[src/rtl/fios_loop_ctrl_pkg.sv]
// Shared types and timing formulas for the FIOS loop sequencer.
package fios_loop_ctrl_pkg;

    typedef enum logic [2:0] {
        IDLE,
        PROBE,
        MMWAIT,
        ISSUE,
        GAP
    } state_t;

    localparam int GAP_CYCLES = 2;

    // Controls that surface one cycle after their issue cycle.
    typedef struct packed {
        logic mm_load;
        logic carry_zero;
        logic d_last;
    } k1_ctl_t;

    // One i-iteration: probe, MM_LAT wait cycles, WORDS issues, then the gap.
    function automatic int iter_period(input int words, input int mm_lat);
        return words + mm_lat + 1 + GAP_CYCLES;
    endfunction

    // Cycles from start acceptance to the done pulse.
    function automatic int run_latency(input int words, input int mm_lat);
        return 1 + words * iter_period(words, mm_lat);
    endfunction

endpackage

[src/rtl/fios_ctrl_delay.sv]
// Two-stage shift register aligning per-step controls from issue (k) to k+1 and k+2.
// Synchronous reset flushes both stages so no stale write-back survives a reset.
module fios_ctrl_delay
    import fios_loop_ctrl_pkg::*;
#(
    parameter int IDX_W = 4
) (
    input  logic             clk,
    input  logic             rst,
    input  logic             mm_load_k,
    input  logic             carry_zero_k,
    input  logic             d_last_k,
    input  logic             we_k,
    input  logic [IDX_W-1:0] waddr_k,
    input  logic             top_we_k,
    output logic             mm_load,
    output logic             carry_zero,
    output logic             d_last,
    output logic             t_we,
    output logic [IDX_W-1:0] t_waddr,
    output logic             t_top_we
);

    typedef struct packed {
        logic             we;
        logic [IDX_W-1:0] waddr;
        logic             top_we;
    } wb_ctl_t;

    k1_ctl_t s1_k1_q;
    wb_ctl_t s1_wb_q;
    wb_ctl_t s2_wb_q;

    always_ff @(posedge clk) begin
        if (rst) begin
            s1_k1_q <= '0;
            s1_wb_q <= '0;
            s2_wb_q <= '0;
        end else begin
            s1_k1_q <= '{mm_load: mm_load_k, carry_zero: carry_zero_k, d_last: d_last_k};
            s1_wb_q <= '{we: we_k, waddr: waddr_k, top_we: top_we_k};
            s2_wb_q <= s1_wb_q;
        end
    end

    assign mm_load    = s1_k1_q.mm_load;
    assign carry_zero = s1_k1_q.carry_zero;
    assign d_last     = s1_k1_q.d_last;
    assign t_we       = s2_wb_q.we;
    assign t_waddr    = s2_wb_q.waddr;
    assign t_top_we   = s2_wb_q.top_we;

endmodule

[src/rtl/fios_loop_ctrl.sv]
// FIOS i/j loop sequencer feeding the two-stage step datapath of one Fp^2 Montgomery half.
// Optional macro FIOS_LOOP_CTRL_PERF_EN adds the busy_cycles counter output.
module fios_loop_ctrl
    import fios_loop_ctrl_pkg::*;
#(
    parameter int RADIX  = 32,
    parameter int WORDS  = 8,
    parameter int IDX_W  = 4,
    parameter int MM_LAT = 1
) (
    input  logic             clk,
    input  logic             rst,
    input  logic             start,
    output logic             busy,
    output logic             done,
    output logic             op_valid,
    output logic [IDX_W-1:0] a_idx,
    output logic [IDX_W-1:0] b_idx,
    output logic             mm_zero,
    output logic [IDX_W-1:0] t_raddr,
    output logic             carry_zero,
    output logic             d_last,
    output logic             mm_load,
    output logic             t_we,
    output logic [IDX_W-1:0] t_waddr,
    output logic             t_top_we
`ifdef FIOS_LOOP_CTRL_PERF_EN
    ,
    output logic [31:0]      busy_cycles
`endif
);

    localparam int CNT_W    = $clog2(MM_LAT + 2);
    // Gap length is whatever remains of the period after probe, MM wait and issues.
    localparam int GAP_LAST = iter_period(WORDS, MM_LAT) - (WORDS + MM_LAT + 1) - 1;
    localparam logic [IDX_W-1:0] LAST_J = IDX_W'(WORDS - 1);

    if (WORDS < 2 || MM_LAT < 1 || (1 << IDX_W) < WORDS || RADIX < 1) begin : g_param_err
        $error("fios_loop_ctrl: illegal parameter combination");
    end

    state_t           state_q, state_d;
    logic [IDX_W-1:0] i_q, i_d;
    logic [IDX_W-1:0] j_q, j_d;
    logic [CNT_W-1:0] cnt_q, cnt_d;
    logic             done_q, done_d;
    logic             accept;
    logic             probe_st, issue_st;
    logic             we_k;
    logic [IDX_W-1:0] waddr_k;

    always_ff @(posedge clk) begin
        if (rst) begin
            state_q <= IDLE;
            i_q     <= '0;
            j_q     <= '0;
            cnt_q   <= '0;
            done_q  <= 1'b0;
        end else begin
            state_q <= state_d;
            i_q     <= i_d;
            j_q     <= j_d;
            cnt_q   <= cnt_d;
            done_q  <= done_d;
        end
    end

    // The done cycle is spent in IDLE, so start must also wait for done_q to drop.
    assign accept = (state_q == IDLE) && start && !done_q;

    always_comb begin
        state_d = state_q;
        i_d     = i_q;
        j_d     = j_q;
        cnt_d   = cnt_q;
        done_d  = 1'b0;
        case (state_q)
            IDLE: begin
                if (accept) begin
                    state_d = PROBE;
                    i_d     = '0;
                end
            end
            PROBE: begin
                state_d = MMWAIT;
                cnt_d   = '0;
            end
            MMWAIT: begin
                if (cnt_q == CNT_W'(MM_LAT - 1)) begin
                    state_d = ISSUE;
                    j_d     = '0;
                    cnt_d   = '0;
                end else begin
                    cnt_d = cnt_q + 1'b1;
                end
            end
            ISSUE: begin
                if (j_q == LAST_J) begin
                    state_d = GAP;
                    cnt_d   = '0;
                end else begin
                    j_d = j_q + 1'b1;
                end
            end
            GAP: begin
                if (cnt_q == CNT_W'(GAP_LAST)) begin
                    if (i_q == LAST_J) begin
                        state_d = IDLE;
                        done_d  = 1'b1;
                    end else begin
                        state_d = PROBE;
                        i_d     = i_q + 1'b1;
                    end
                end else begin
                    cnt_d = cnt_q + 1'b1;
                end
            end
            default: state_d = IDLE;
        endcase
    end

    assign probe_st = (state_q == PROBE);
    assign issue_st = (state_q == ISSUE);

    assign op_valid = probe_st | issue_st;
    assign mm_zero  = probe_st;
    assign a_idx    = issue_st ? j_q : '0;
    assign t_raddr  = issue_st ? j_q : '0;
    assign b_idx    = op_valid ? i_q : '0;
    assign busy     = (state_q != IDLE) | done_q;
    assign done     = done_q;

    // The sum of the real j=0 step has no home; only j>=1 writes t[j-1].
    assign we_k    = issue_st && (j_q != '0);
    assign waddr_k = we_k ? (j_q - 1'b1) : '0;

    fios_ctrl_delay #(
        .IDX_W(IDX_W)
    ) u_delay (
        .clk          (clk),
        .rst          (rst),
        .mm_load_k    (probe_st),
        .carry_zero_k (probe_st | (issue_st && (j_q == '0))),
        .d_last_k     (issue_st && (j_q == LAST_J)),
        .we_k         (we_k),
        .waddr_k      (waddr_k),
        .top_we_k     (issue_st && (j_q == LAST_J)),
        .mm_load      (mm_load),
        .carry_zero   (carry_zero),
        .d_last       (d_last),
        .t_we         (t_we),
        .t_waddr      (t_waddr),
        .t_top_we     (t_top_we)
    );

`ifdef FIOS_LOOP_CTRL_PERF_EN
    logic [31:0] busy_cycles_q;

    always_ff @(posedge clk) begin
        if (rst) begin
            busy_cycles_q <= '0;
        end else if (accept) begin
            busy_cycles_q <= '0;
        end else if (busy) begin
            busy_cycles_q <= busy_cycles_q + 32'd1;
        end
    end

    assign busy_cycles = busy_cycles_q;
`endif

endmodule

[config.mk]
export PLATFORM = sky130hd
export DESIGN_NAME = fios_loop_ctrl
export DESIGN_NICKNAME = d
export VERILOG_FILES = /design/src/rtl/fios_loop_ctrl_pkg.sv /design/src/rtl/fios_ctrl_delay.sv /design/src/rtl/fios_loop_ctrl.sv
export SDC_FILE = /design/constraint.sdc
export NUM_CORES = 1
export LEC_CHECK = 0
export ABC_AREA = 1
export ABC_CLOCK_PERIOD_IN_PS = 1650
export CORE_MARGIN = 1.5
export CORE_UTILIZATION = 51
export DETAILED_ROUTE_END_ITERATION = 10
export PLACE_DENSITY_LB_ADDON = 0.15
export SETUP_SLACK_MARGIN = 0.3
export SYNTH_ARGS = -nofsm -noshare
export SYNTH_HDL_FRONTEND = slang
export SYNTH_SLANG_ARGS = --single-unit
[constraint.sdc]
create_clock -name clk -period 1.65 [get_ports clk]
set_input_delay 0.33 -clock clk [delete_from_list [all_inputs] [get_ports clk]]
set_output_delay 0.33 -clock clk [all_outputs]
set_load 0.01 [all_outputs]
==> summary.txt, run 1 <==
run results: Peak VDD IR 1360 µV, fillers 182, CP max stage cell dfxtp_4, cell count along the critical path 3, run status complete, no violations, yosys adder share under 10%, Logic cell area just under 900 µm², Placement Rows 19, initial antenna violation count 0, Cell Pwr Density 1440 mW/mm², Max-Slew Margin vs Limit 80.4%, met3 wire len 163 µm, worst hold start u_delay.s1_wb_q[5], Slew Viols, Final 0, hpwl dp approximately 2.3 mm, Die Height ~56 µm, P_leak 0.000991 µW, largest net degree at the start of global routing 17, first-pass GRT wire length between 5 and 6 mm, max reg flops 6, CP startpoint state_q[0], top power group combinational cells, tool warnings 31
run_1/layers.png
The bar under the picture is 20 µm long.
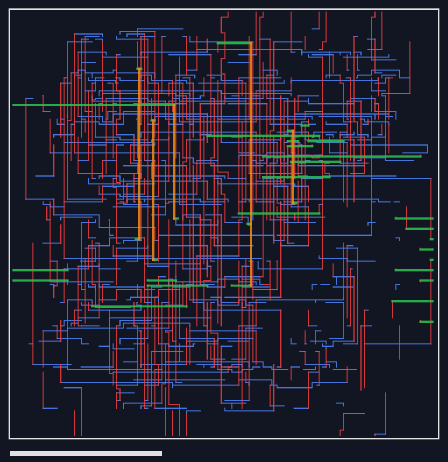
[blue] M1 | wire length: 1630 µm
[red] M2 | wire length: 1920 µm
[green] M3 | wire length: 164 µm
[orange] M4 | wire length: 97.2 µm
DRT Wirelength: 3.81 mm
GRT Resource Usage Total: 20.5%
Wirelength per Cell: 13.8 µm
DR vias: 1422

run_1/ff_map.png
The bar under the picture is 20 µm long.
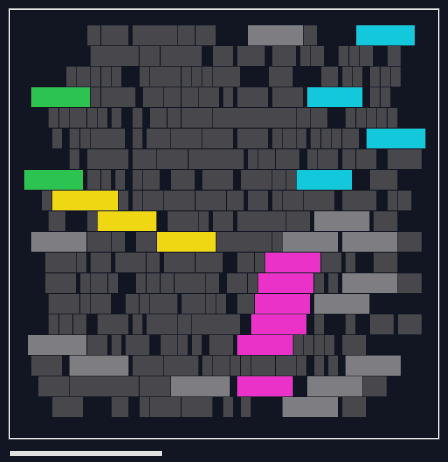
[magenta] u_delay.s1_wb_q | sequential cells: 6
[green] cnt_q | sequential cells: 2
[cyan] i_q | sequential cells: 4 | where: north-east
[yellow] state_q | sequential cells: 3
not coloured: 13

run_1/clock_nets.png
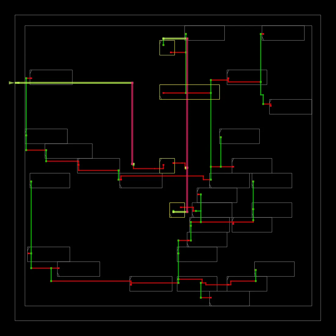
Worst Skew: 13.4 ps
Flops: 28
clkbuf count: 3
P_clk: 463 µW

run_1/sizing.png
The bar under the picture is 20 µm long.
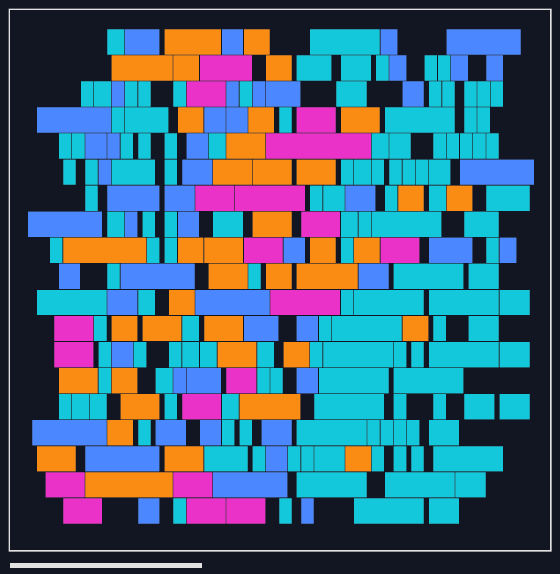
[cyan] x1 and smaller | cells: 137 | most used: nor2_1
[blue] x2 | cells: 50 | most used: dfxtp_2
[orange] x3 and x4 | cells: 39 | most used: buf_4
[magenta] x6 and larger | cells: 19 | most used: buf_6

run_1/port_trees.png
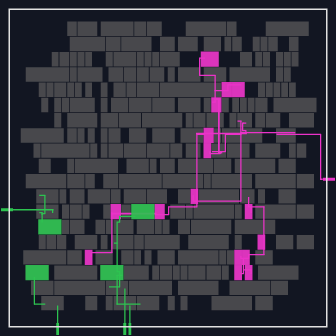

## Run 2: what changed since run 1
MAX_ROUTING_LAYER = met4   (was default)
run_2/port_trees.png
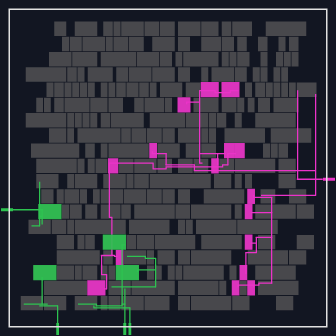
[magenta] rst | bits: 1 | direction: input | end cells: 16 | buffers: 4 | wire: 206 µm
[green] a_idx | bits: 4 | direction: output | end cells: 4 | buffers: 4 | wire: 90.7 µm
IO Pins: 28
PortBufs: 27

run_2/layers.png
The bar under the picture is 20 µm long.
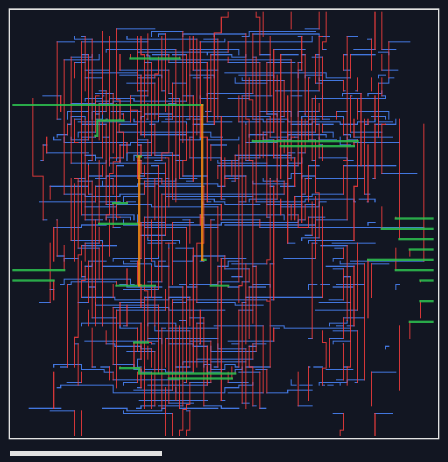
[green] M3 | wire length: 152 µm
[blue] M1 | wire length: 1690 µm
[red] M2 | wire length: 2130 µm
[orange] M4 | wire length: 37.4 µm

==> run 2 against run 1 <==
Compared with the run above:
- total power is 1.6% higher
- routed wire length is 5.1% higher
- global-route usage is 0.20 points higher
- clock skew is 10 ps lower
- clock-buffer cell count stayed put
- sequential share of layout area is 0.71 points lower
- hold slack better by 1.4 ps
- die area stayed put
- synthesized area stayed put
- largest power group unchanged
==> summary.txt, run 2 <==
run results: switching power 1320 µW, Layout non-clock buf frac between 20 and 25%, tool warnings 31, Max-Slew Margin vs Limit 79.4%, Met2 Wirelength 2.13 mm, most common logic cells in the final layout nor2_1, nand2_1, inv_1, dfxtp_1, buf_4, Placement Rows 19, Wirelength per Cell 14.3 µm, met3 GRT Util 3.00%, Post-synth regs 28, CTS tree yes, max reg flops 6, Cell Pwr Density 1440 mW/mm², clk latency late pin roughly 320 ps, CP max stage cell dfxtp_4, sequential share of power between 20% and 30%, MUX share of area 0%, total CTS buffers 3, CP startpoint state_q[0], DRT Wirelength ~4.0 mm, Logic cell area 890 µm², met2 Usage GRT 35.1%, RSZ-0062 raised after global routing true, largest net degree at the start of global routing 17, sum of negative setup slack 0 ps, yosys adder share 5.17%, ANT cells 0, initial antenna violation count 0, fillers 179, worst hold start u_delay.s1_wb_q[5], GRT Resource Usage Total 20.7%, clkbuf count 3, hpwl dp around 2.3 mm, Worst Skew between 3 and 4 ps, DR top layer met4, P_leak between 0.0009 and 0.001 µW, cell count along the critical path 5, P_clk 448 µW, first-pass GRT wire length 5.24 mm, Die Height roughly 56 µm, Slew Viols, Final 0, DR vias 1444, Peak VDD IR around 1100 µV, top power group combinational cells, Flops 28, run status complete, no violations
run_2/ff_map.png
The bar under the picture is 20 µm long.
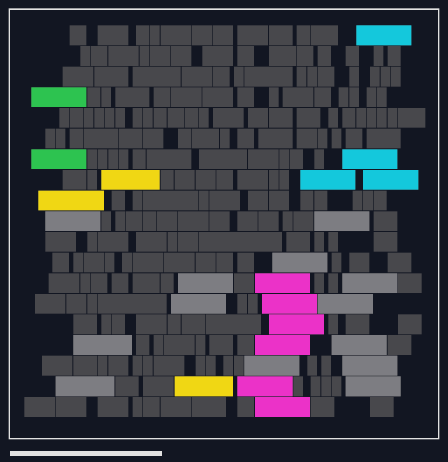
[yellow] state_q | sequential cells: 3
[magenta] u_delay.s1_wb_q | sequential cells: 6
[cyan] i_q | sequential cells: 4
[green] cnt_q | sequential cells: 2
not coloured: 13
final core utilization: 79.1%
sequential cell area share: 26.3%
sequential cell power: 908 µW
register area: 569 µm²

Power figures rest on the tool's default switching activity, not on a simulated workload.
